===== src/rtl/fifo_pkg.sv =====
// Shared types for the FIFO read path: default beat width, beat type and counter sizing.
// Pure declarations; no logic, latency or flow control of its own.
package fifo_pkg;

  localparam int DEF_DATA_W = 8;
  localparam int PKT_LEN_MAX = 256;

  typedef logic [DEF_DATA_W-1:0] data_t;

  // A 1-beat packet still needs a 1-bit counter to keep ports and compares legal.
  function automatic int cnt_width(input int n);
    return (n > 1) ? $clog2(n) : 1;
  endfunction

endpackage


===== src/rtl/fifo_skid_buf.sv =====
// Two-entry in-order beat buffer; a pushed beat becomes the head on the next edge when empty.
// No backpressure of its own: the caller never pushes while full or pops while empty.
module fifo_skid_buf
  import fifo_pkg::*;
#(
  parameter int W = DEF_DATA_W
) (
  input  logic         clk,
  input  logic         rst,
  input  logic         flush,
  input  logic         push,
  input  logic [W-1:0] push_data,
  input  logic         pop,
  output logic [1:0]   occ,
  output logic [W-1:0] head
);

  logic [W-1:0] tail;

  always_ff @(posedge clk or posedge rst) begin
    if (rst) begin
      occ  <= 2'd0;
      head <= '0;
      tail <= '0;
    end else if (flush) begin
      occ <= 2'd0;
    end else begin
      case ({push, pop})
        2'b10: begin
          if (occ == 2'd0) head <= push_data;
          else             tail <= push_data;
          occ <= occ + 2'd1;
        end
        2'b01: begin
          head <= tail;
          occ  <= occ - 2'd1;
        end
        2'b11: begin
          // Occupancy unchanged; the new beat lands behind whatever survives the pop.
          if (occ == 2'd1) begin
            head <= push_data;
          end else begin
            head <= tail;
            tail <= push_data;
          end
        end
        default: ;
      endcase
    end
  end

endmodule


===== src/rtl/fifo_rd_stream.sv =====
// Turns a read-strobe FIFO into a valid/ready beat stream with packet-last marking.
// Latency 2 cycles rden->o_valid; stalls on i_ready low with at most 2 beats buffered plus in flight.
module fifo_rd_stream
  import fifo_pkg::*;
#(
  parameter int DATA_W  = DEF_DATA_W,
  parameter int PKT_LEN = 4
) (
  input  logic              clk,
  input  logic              rst,
  input  logic              fifo_empty,
  output logic              fifo_rden,
  input  logic [DATA_W-1:0] fifo_rddata,
  input  logic              i_flush,
  output logic              o_valid,
  input  logic              i_ready,
  output logic [DATA_W-1:0] o_data,
  output logic              o_last
);

  localparam int CNT_W = cnt_width(PKT_LEN);
  localparam logic [CNT_W-1:0] LAST_BEAT = CNT_W'(PKT_LEN - 1);

  logic [1:0]       occ;
  logic             inflight;
  logic             rst_done;
  logic             pop;
  logic             push;
  logic [2:0]       committed;
  logic [CNT_W-1:0] beat_cnt;

  assign pop       = o_valid & i_ready;
  assign push      = inflight & ~i_flush;
  assign committed = {1'b0, occ} + {2'b00, inflight};

  // rst_done holds off the first read until one edge has passed since reset release.
  assign fifo_rden = rst_done & ~fifo_empty & ~i_flush
                   & (committed < (3'd2 + {2'b00, pop}));

  always_ff @(posedge clk or posedge rst) begin
    if (rst) begin
      rst_done <= 1'b0;
      inflight <= 1'b0;
      beat_cnt <= '0;
    end else begin
      rst_done <= 1'b1;
      inflight <= fifo_rden;
      if (i_flush)
        beat_cnt <= '0;
      else if (pop)
        beat_cnt <= (beat_cnt == LAST_BEAT) ? '0 : beat_cnt + 1'b1;
    end
  end

  fifo_skid_buf #(.W(DATA_W)) u_buf (
    .clk       (clk),
    .rst       (rst),
    .flush     (i_flush),
    .push      (push),
    .push_data (fifo_rddata),
    .pop       (pop),
    .occ       (occ),
    .head      (o_data)
  );

  assign o_valid = (occ != 2'd0);
  assign o_last  = o_valid & (beat_cnt == LAST_BEAT);

endmodule


===== config.mk =====
export PLATFORM = sky130hd
export DESIGN_NAME = fifo_rd_stream
export DESIGN_NICKNAME = d
export VERILOG_FILES = /design/src/rtl/fifo_pkg.sv /design/src/rtl/fifo_skid_buf.sv /design/src/rtl/fifo_rd_stream.sv
export SDC_FILE = /design/constraint.sdc
export NUM_CORES = 1
export LEC_CHECK = 0
export CORE_MARGIN = 2
export CORE_UTILIZATION = 45
export DETAILED_ROUTE_END_ITERATION = 10
export PLACE_DENSITY_LB_ADDON = 0.08
export SLEW_MARGIN = 40
export SYNTH_ARGS = -nofsm -noshare
export SYNTH_HDL_FRONTEND = slang
export SYNTH_SLANG_ARGS = --single-unit

===== constraint.sdc =====
create_clock -name clk -period 2.2 [get_ports clk]
set_clock_uncertainty 0.1 [all_clocks]
set_input_delay 0.22 -clock clk [delete_from_list [all_inputs] [get_ports clk]]
set_output_delay 0.22 -clock clk [all_outputs]
set_load 0.005 [all_outputs]

==> run_1/final_congestion.png <==
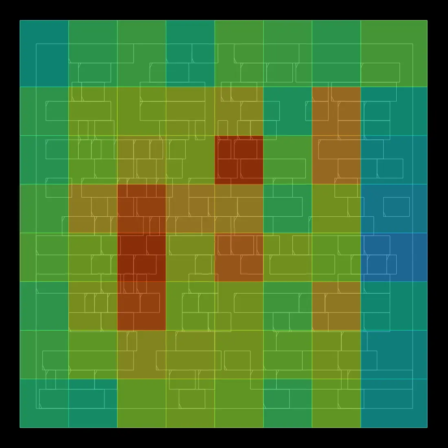
final standard cell utilization of the core: 58.3%
met1 demand-to-capacity share in global routing: 22.4%

==> run_1/zoom.png <==
The bar under the picture is 10 um long. Window x 2 to 27, y 2 to 27 um. Cells in gray, sequential cells in the stronger gray; small squares are vias.
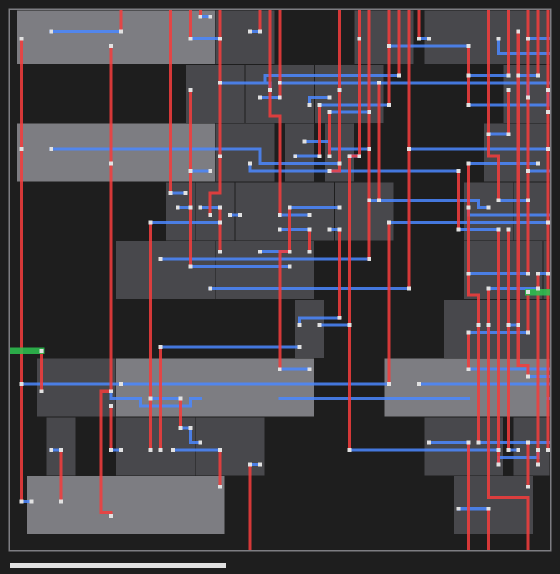
layer	color
met1	blue
met2	red
met3	green
most frequent	dfrtp_1 (5), buf_4 (5), clkdlybuf4s50_1 (4)
sequential cells in the window	5
cells with their middle in the window	34

==> run_1/registers.png <==
The bar under the picture is 20 um long. Other sequential cells in the stronger gray, the rest of the logic in the fainter gray.
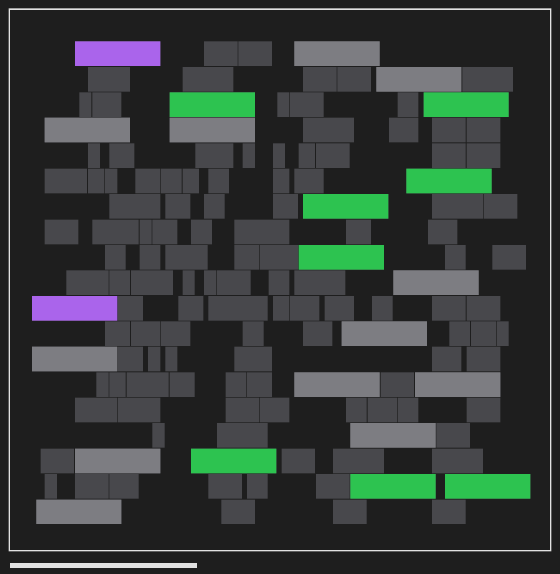
netlist name	color	placed flops
`u_buf.tail`	green	8
`beat_cnt`	purple	2
not colored	12

-- run 1: per-layer routing --
metal | global-route usage [%] | share of wire, % | vias up
met5 | 0 | 0 | -
li1 | - | - | 438
met1 | 22.4 | 44 | 463
met4 | 6.31 | 0.67 | 0
met2 | 29.7 | 51 | 20
met3 | 2.90 | 4.0 | 2
-- run 1: what timing repair did --
action | 4_1_cts | 5_1_grt
buffers inserted | 2 | 0
resized | 1 | 1
hold buffers | 0 | 0
endpoints found under the setup margin | 2 | 1
hold endpoints to repair | 0 | 0
pin swaps | 1 | 0
-- run 1: sequential cells by signal, indices dropped and copies added (netlist names) --
signal      cells
inflight        1
u_buf.head      8
u_buf.tail      8
u_buf.occ       2
rst_done        1
beat_cnt        2
-- run 1: worst max-delay path, cell delays in order, from the launching register on --
cell and delay [ps]:
sky130_fd_sc_hd__dfrtp_1 390, sky130_fd_sc_hd__inv_1 100, sky130_fd_sc_hd__ha_1 200, sky130_fd_sc_hd__buf_4 150
sky130_fd_sc_hd__inv_2 90, sky130_fd_sc_hd__clkdlybuf4s50_1 520
-- run 1: worst max-delay path by stage --
stage                      start  slack (ps)         to
floorplan           u_buf.occ[0]         530  fifo_rden
global placement    u_buf.occ[0]         210  fifo_rden
detailed placement  u_buf.occ[1]         160  fifo_rden
CTS                 u_buf.occ[1]          40     o_last
global route        u_buf.occ[0]          60    o_valid
finish              u_buf.occ[1]         120    o_valid
-- run 1: cell type report --
type                            instances  area [um^2]  area share (%)
Sequential cell                        22          551            34.2
Inverter                                4         15.0           0.934
Timing Repair Buffer                   33          307            19.1
Multi-Input combinational cell         77          674            41.9
Clock buffer                            3         22.5            1.40
Tap cell                               31         38.8            2.41
==> flow_metrics.tcl, run 1 <==
# implementation run metrics
set metrics [dict create \
    status "finished, final reports clean" \
    synth_top_cell_by_count "sky130_fd_sc_hd__dfrtp_1" \
    via_per_inst 5.43 \
    cts_root_buffer "sky130_fd_sc_hd__clkbuf_4" \
    yosys_warnings 0 \
    synth_async_reset_ratio_pct 100 \
    sequentialPowerShare_pct 37.8 \
    critical_path.startpoint_type "flop" \
    cp_data_arrival_time_ps 1760 \
    report.final.hold_viol_count 0 \
    share_clk_of_total_power_pct 10.1 \
    fmax_ghz 0.482 \
    routed-via-count 923 \
    synth_simple_gate_area_share_pct 13.2 \
    ys_types 34 \
    sw_frac_of_total_pct 34.1 \
    area_of_the_mapped_netlist_mm2 0.00130 \
    top_cells_by_count "22 x sky130_fd_sc_hd__dfrtp_1, 8 x sky130_fd_sc_hd__a21oi_2, 8 x sky130_fd_sc_hd__mux2_4, 7 x sky130_fd_sc_hd__nor2_2" \
    finish.net_count 160 \
    numPlacedInstances 165 \
    synthMuxAreaShare_pct 15.7 \
    numClockSinks 22 \
    final.fill_count 246 \
    number_of_violations_reported_at_the_end_of_detailed_routing_iteration_0 26 \
    rrSetupSlack_ps 380 \
    power.density_mw_per_mm2 1080 \
    worst-setup-path-type "flop to output pin" \
    r2r_start "u_buf.occ[1]" \
    final_cell_area_mm2 0.00161 \
    xor_xnor_portion_of_the_synthesized_cell_area_pct 2.02 \
    global_route.overflow_total 0 \
    r2r-end "u_buf.tail[0]" \
    avgRoutedWirePerCell_um 15.0 \
    yosysChipArea_mm2 0.00130 \
    final_setup_violations 0 \
    io_buffers 23 \
    via_count_of_the_first_global_routing_pass 954 \
    htreeDepth 1 \
    diodes 0 \
    ctsLongestPathBuffers 2 \
    share_comb_of_total_power_pct 52.1 \
    postSynth.topFlopCell "sky130_fd_sc_hd__dfrtp_1" \
    yosysTopAreaCellShare_pct 42.4 \
    drtPass1Iterations 4 \
    worstRegToRegCells 5 \
    switching_power_mw 0.595 \
    synth_sequential_area_ratio_pct 42.4 \
    io-pin-count 24 \
    max_cap_viol_count 0 \
    hold_ws_ps 146 \
    yosys.area_share.aoi_pct 14.9 \
    insertion_delay_ps 300 \
    syn-num-nets 128 \
    power_combinational_mw 0.909 \
    yosys-dominant-comb-family "multiplexers" \
    yosys-top-cells-area "sky130_fd_sc_hd__dfrtp_1 42%, sky130_fd_sc_hd__mux2_4 9.2%, sky130_fd_sc_hd__ha_1 5.8%" \
    warnings 28 \
    worstPathMaxFanout 4 \
    seq_power_mw 0.660 \
    avgSynthCellArea_um2 11.9 \
    floorplan.core_area_mm2 0.00276 \
    tritoncts "done" \
    final_cell_mix "22 x sky130_fd_sc_hd__dfrtp_1, 21 x sky130_fd_sc_hd__clkdlybuf4s50_1, 10 x sky130_fd_sc_hd__buf_4" \
    timing.setup.tns_ps 0 \
    place.gp.congestion 0.723 \
    maxSlewViolCount 0 \
    synth.yosys.num_cells 109 \
    grtUsageTotal_pct 17.5 \
    die_height_um 57.7 \
    report.power.total_mw 1.74 \
    finalWorstSetupSlack_ps 124 \
    post_detailed_route_count_of_antenna_violating_nets 0 \
    area.growth.synth_to_final_pct 23.8 \
    placed_area_mm2 0.00157 \
    hpwl_mm 1.84 \
    period_used_pct 94.4 \
    final_routed_wirelength_mm 2.55 \
    die_w_um 57.7 \
    grt_start_max_net_pins 23 \
    end_kind "output pin" \
    timing.hold.worst.class "input port to async pin" \
    top_power_group "combinational logic" \
    grt_setup_unrepaired "false" \
    yosysTopAreaCell "sky130_fd_sc_hd__dfrtp_1" \
]
--- run 2 (diff from run 1) ---
--- a/config.mk
+++ b/config.mk
@@ -13,3 +13,4 @@
 export SYNTH_ARGS = -nofsm -noshare
 export SYNTH_HDL_FRONTEND = slang
 export SYNTH_SLANG_ARGS = --single-unit
+export TNS_END_PERCENT = 10
==> flow_metrics.tcl, run 2 <==
# implementation run metrics
set metrics [dict create \
    diodes 0 \
    maxSlewViolCount 0 \
    rrSetupSlack_ps 380 \
    yosysChipArea_mm2 0.00130 \
    hold_buffers 0 \
    grtUsageTotal_pct 17.5 \
    floorplan.core_area_mm2 0.00276 \
    final_setup_violations 0 \
    routed-via-count 923 \
    final_cell_mix "22 x sky130_fd_sc_hd__dfrtp_1, 21 x sky130_fd_sc_hd__clkdlybuf4s50_1, 10 x sky130_fd_sc_hd__buf_4" \
    synth_top_cell_by_count "sky130_fd_sc_hd__dfrtp_1" \
    placed_area_mm2 0.00157 \
    ys_types 34 \
    synth_async_reset_ratio_pct 100 \
    crit_path_end "o_valid" \
    ctsLongestPathBuffers 2 \
    drtPass1Iterations 4 \
    cts_root_buffer "sky130_fd_sc_hd__clkbuf_4" \
    critical_path.slowest_cell "sky130_fd_sc_hd__clkdlybuf4s50_1" \
    critical_path.startpoint_type "flop" \
    max_cap_viol_count 0 \
    share_comb_of_total_power_pct 52.1 \
    io-pin-count 24 \
    postSynth.topFlopCell "sky130_fd_sc_hd__dfrtp_1" \
    via_per_inst 5.43 \
    area_of_the_mapped_netlist_mm2 0.00130 \
    max_stage_delay_ps 520 \
    share_clk_of_total_power_pct 10.1 \
    finalWorstSetupSlack_ps 124 \
    final_util_pct 58.3 \
    warnings 28 \
    period_used_pct 94.4 \
    tritoncts "done" \
    yosys_warnings 0 \
    top_cells_by_count "22 x sky130_fd_sc_hd__dfrtp_1, 8 x sky130_fd_sc_hd__a21oi_2, 8 x sky130_fd_sc_hd__mux2_4, 7 x sky130_fd_sc_hd__nor2_2" \
    sw_frac_of_total_pct 34.1 \
    yosysTopAreaCell "sky130_fd_sc_hd__dfrtp_1" \
    power.density_mw_per_mm2 1080 \
    numPlacedInstances 165 \
    synth_sequential_area_ratio_pct 42.4 \
    status "finished, final reports clean" \
    synth.yosys.num_cells 109 \
    worst-setup-path-type "flop to output pin" \
]
run 2: cell counts in the layout (fill, tap and decap cells not counted):
Identical to the previous run, type by type.
run 2: per-layer routing:
| layer | part of all wire, % | vias up | GRT usage (%) |
|---|---|---|---|
| met3 | 4.0 | 2 | 2.90 |
| li1 | - | 438 | - |
| met4 | 0.67 | 0 | 6.31 |
| met5 | 0 | - | 0 |
| met1 | 44 | 463 | 22.4 |
| met2 | 51 | 20 | 29.7 |
run 2: layout make-up:
class	instances	area (um^2)	area share, %
Clock buffer	3	22.5	1.40
Inverter	4	15.0	0.934
Multi-Input combinational cell	77	674	41.9
Sequential cell	22	551	34.2
Timing Repair Buffer	33	307	19.1
Tap cell	31	38.8	2.41
run 2: timing repair:
item                                    CTS  global route
buffers inserted                          2             0
pin swaps                                 1             0
gates resized                             1             1
endpoints found under the hold margin     0             0
endpoints found under the setup margin    2             1
run 2: critical path: cells and delay by family, from the launching register on:
kind	cells	cell delay [ps]
buffers and inverters	4	860
flip-flops	1	390
adder cells (fa/ha/maj)	1	200
run 2: power groups by stage:
stage               logic (mW)  clock network (mW)  registers, mW
floorplan                0.595                   0          0.664
global placement         0.877                   0          0.665
detailed placement       0.889                   0          0.675
CTS                      0.921               0.189          0.661
global route             0.995               0.203          0.680
finish                   0.909               0.175          0.660
run 2: cell families (layout without fill, tap and decap cells):
group | Yosys count | in the layout | share of synthesized area, %
and+or+nand+nor | 27 | 27 | 13.2
AOI/OAI and AO/OA | 24 | 24 | 14.9
DFF | 22 | 22 | 42.4
muxes | 16 | 16 | 15.7
buffers and inverters | 10 | 40 | 5.68
adders and majority gates | 6 | 6 | 5.78
xor gates and xnor gates | 3 | 3 | 2.02
other | 1 | 1 | 0.289
==> run_2/final_congestion.png <==
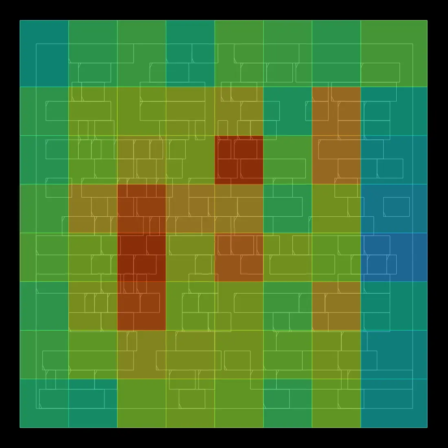
average detailed-routed wire length per instance: 15.0 um
met2 demand-to-capacity share in global routing: 29.7%

==> run_2/gate_families.png <==
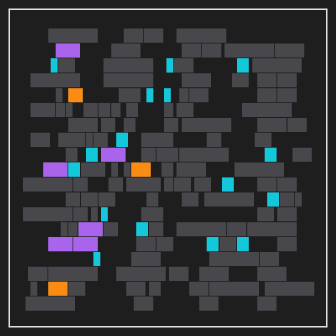
family	color	cells
AND and OR gates	orange	3
adder and majority cells	purple	6
NOR gates	cyan	16

--- run 3 (diff from run 2) ---
--- a/config.mk
+++ b/config.mk
@@ -5,8 +5,11 @@
 export SDC_FILE = /design/constraint.sdc
 export NUM_CORES = 1
 export LEC_CHECK = 0
+export CELL_PAD_IN_SITES_DETAIL_PLACEMENT = 1
+export CELL_PAD_IN_SITES_GLOBAL_PLACEMENT = 1
+export CORE_ASPECT_RATIO = 0.5
 export CORE_MARGIN = 2
-export CORE_UTILIZATION = 45
+export CORE_UTILIZATION = 41
 export DETAILED_ROUTE_END_ITERATION = 10
 export PLACE_DENSITY_LB_ADDON = 0.08
 export SLEW_MARGIN = 40
==> flow_metrics.tcl, run 3 <==
# implementation run metrics
set metrics [dict create \
    yosysChipArea_mm2 0.00130 \
    r2r_start "u_buf.occ[0]" \
    avgSynthCellArea_um2 11.9 \
    via_per_inst 5.11 \
    via_count_of_the_first_global_routing_pass 1008 \
    grt_start_max_net_pins 23 \
    report.power.total_mw 1.96 \
    synth_top_cell_by_count "sky130_fd_sc_hd__dfrtp_1" \
    hold_ws_ps 185 \
    tritoncts.num_buffers 3 \
    floorplan.core_area_mm2 0.00301 \
    synth_simple_gate_area_share_pct 13.2 \
    post_detailed_route_count_of_antenna_violating_nets 0 \
    warnings 28 \
    die_height_um 43.8 \
    final_util_pct 55.5 \
    yosys.area_share.aoi_pct 14.9 \
    global_route.overflow_total 0 \
    grt_setup_unrepaired "false" \
    place.gp.congestion 0.716 \
    insertion_delay_ps 270 \
    timing.hold.worst.class "input port to async pin" \
    postSynth.topFlopCell "sky130_fd_sc_hd__dfrtp_1" \
    xor_xnor_portion_of_the_synthesized_cell_area_pct 2.02 \
    routed-via-count 925 \
    area_of_the_mapped_netlist_mm2 0.00130 \
    drtPass1Iterations 4 \
    fa_ha_area_share_pct 5.78 \
    final_cell_mix "22 x sky130_fd_sc_hd__dfrtp_1, 22 x sky130_fd_sc_hd__clkdlybuf4s50_1, 11 x sky130_fd_sc_hd__buf_4" \
    yosys_warnings 0 \
    met2WireLength_mm 1.29 \
    final_cell_area_mm2 0.00167 \
    end_kind "output pin" \
    max_cap_viol_count 0 \
    yosysTopAreaCellShare_pct 42.4 \
    met3_wirelength_um 126 \
    top_cells_by_count "22 x sky130_fd_sc_hd__dfrtp_1, 8 x sky130_fd_sc_hd__a21oi_2, 8 x sky130_fd_sc_hd__mux2_4, 7 x sky130_fd_sc_hd__nor2_2" \
    finalWorstSetupSlack_ps 147 \
    highest_layer "met4" \
    ys_types 34 \
    drt-met1-wl_mm 1.32 \
    ctsLongestPathBuffers 2 \
    yosysTopAreaCell "sky130_fd_sc_hd__dfrtp_1" \
    rrSetupSlack_ps 390 \
    report.final.hold_viol_count 0 \
    grtUsageMet1_pct 24.0 \
    tritoncts "done" \
    yosys-top-cells-area "sky130_fd_sc_hd__dfrtp_1 42%, sky130_fd_sc_hd__mux2_4 9.2%, sky130_fd_sc_hd__ha_1 5.8%" \
    placed_area_mm2 0.00159 \
    number_of_violations_reported_at_the_end_of_detailed_routing_iteration_0 28 \
    fmax_ghz 0.487 \
    numPlacedInstances 175 \
    io_buffers 23 \
    cp_data_arrival_time_ps 1730 \
    final_setup_violations 0 \
    finish.net_count 161 \
    die_w_um 83.6 \
    diodes 0 \
    hpwl_mm 1.94 \
    final_cells 181 \
    htreeDepth 1 \
    cts_root_buffer "sky130_fd_sc_hd__clkbuf_8" \
    synth_async_reset_ratio_pct 100 \
    final_routed_wirelength_mm 2.75 \
    period_used_pct 93.3 \
    maxSlewViolCount 0 \
    timing.setup.tns_ps 0 \
    critical_path.startpoint_type "flop" \
    io-pin-count 24 \
    yosys-dominant-comb-family "multiplexers" \
    grt.busiest_layer "met2" \
    worstPathMaxFanout 4 \
    syn-num-nets 128 \
    top_regs "u_buf.head (8), u_buf.tail (8)" \
    worstRegToRegCells 7 \
    synthMuxAreaShare_pct 15.7 \
    worst-setup-path-type "flop to output pin" \
    synth_sequential_area_ratio_pct 42.4 \
    status "finished, final reports clean" \
]
-- run 3: layout make-up --
cell class | instances | area, um^2
clock buffer | 3 | 41.3
multi-input combinational | 77 | 674
clock inverter | 1 | 30.0
timing repair buffer | 34 | 312
fill | 325 | 1340
tap | 40 | 50.0
sequential | 22 | 551
inverter | 4 | 15.0
-- run 3: how the worst max path moves through the flow --
stage / from / slack (ps) / end
finish: u_buf.occ[0] / 150 / o_last
global route: u_buf.occ[0] / 50 / o_last
CTS: u_buf.occ[0] / 120 / o_last
detailed placement: u_buf.occ[0] / 180 / fifo_rden
global placement: u_buf.occ[0] / 190 / fifo_rden
floorplan: u_buf.occ[0] / 530 / fifo_rden
-- run 3: kinds of logic after synthesis --
| family | count (synthesis) |
|---|---|
| adder cells (fa/ha/maj) | 6 |
| XOR/XNOR | 3 |
| multiplexers | 16 |
| buffers and inverters | 10 |
| flip-flops | 22 |
| other | 1 |
| AND/OR/NAND/NOR | 27 |
| AND-OR/OR-AND | 24 |
-- run 3: timing repair --
action,4_1_cts,5_1_grt
hold endpoints to repair,0,0
buffers inserted,2,0
setup endpoints to repair,1,0
hold buffers,0,0
gates resized,1,0
-- run 3: critical path: stages, from the launching register on --
cell and delay, ps:
sky130_fd_sc_hd__dfrtp_1 390, sky130_fd_sc_hd__inv_1 50, sky130_fd_sc_hd__ha_1 200, sky130_fd_sc_hd__buf_4 150, sky130_fd_sc_hd__and2b_1 180, sky130_fd_sc_hd__clkdlybuf4s50_1 490
-- run 3: power by group --
part | switching (mW) | internal (mW)
Sequential | 0.100 | 0.558
Combinational | 0.385 | 0.527
Clock | 0.148 | 0.244
Total | 0.633 | 1.33
==> run_3/zoom.png <==
The bar under the picture is 10 um long. Window x 8 to 33, y 0 to 25 um. Cells in gray, sequential cells in the stronger gray; small squares are vias.
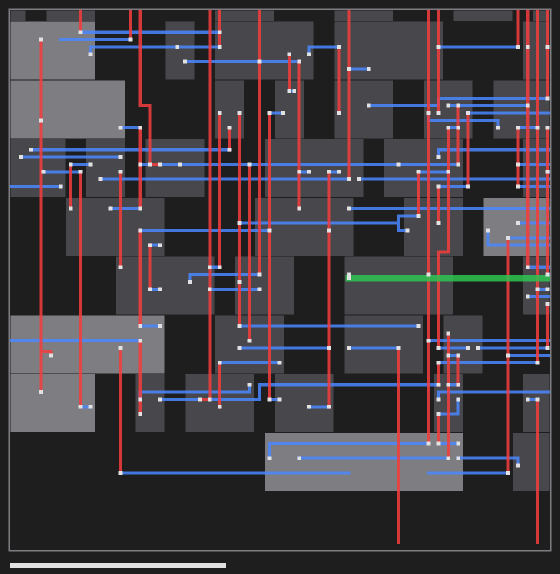
layer	color
met1	blue
met2	red
met3	green
cells with their middle in the window	31
sequential cells in the window	3
most frequent	ha_1 (5), buf_4 (5)

==> run_3/final_congestion.png <==
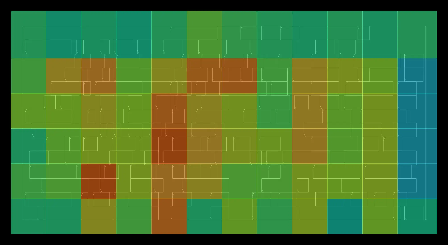
average detailed-routed wire length per instance: 15.2 um
met3 capacity usage during global routing: 5.33%

Power and IR drop assume default switching activity.
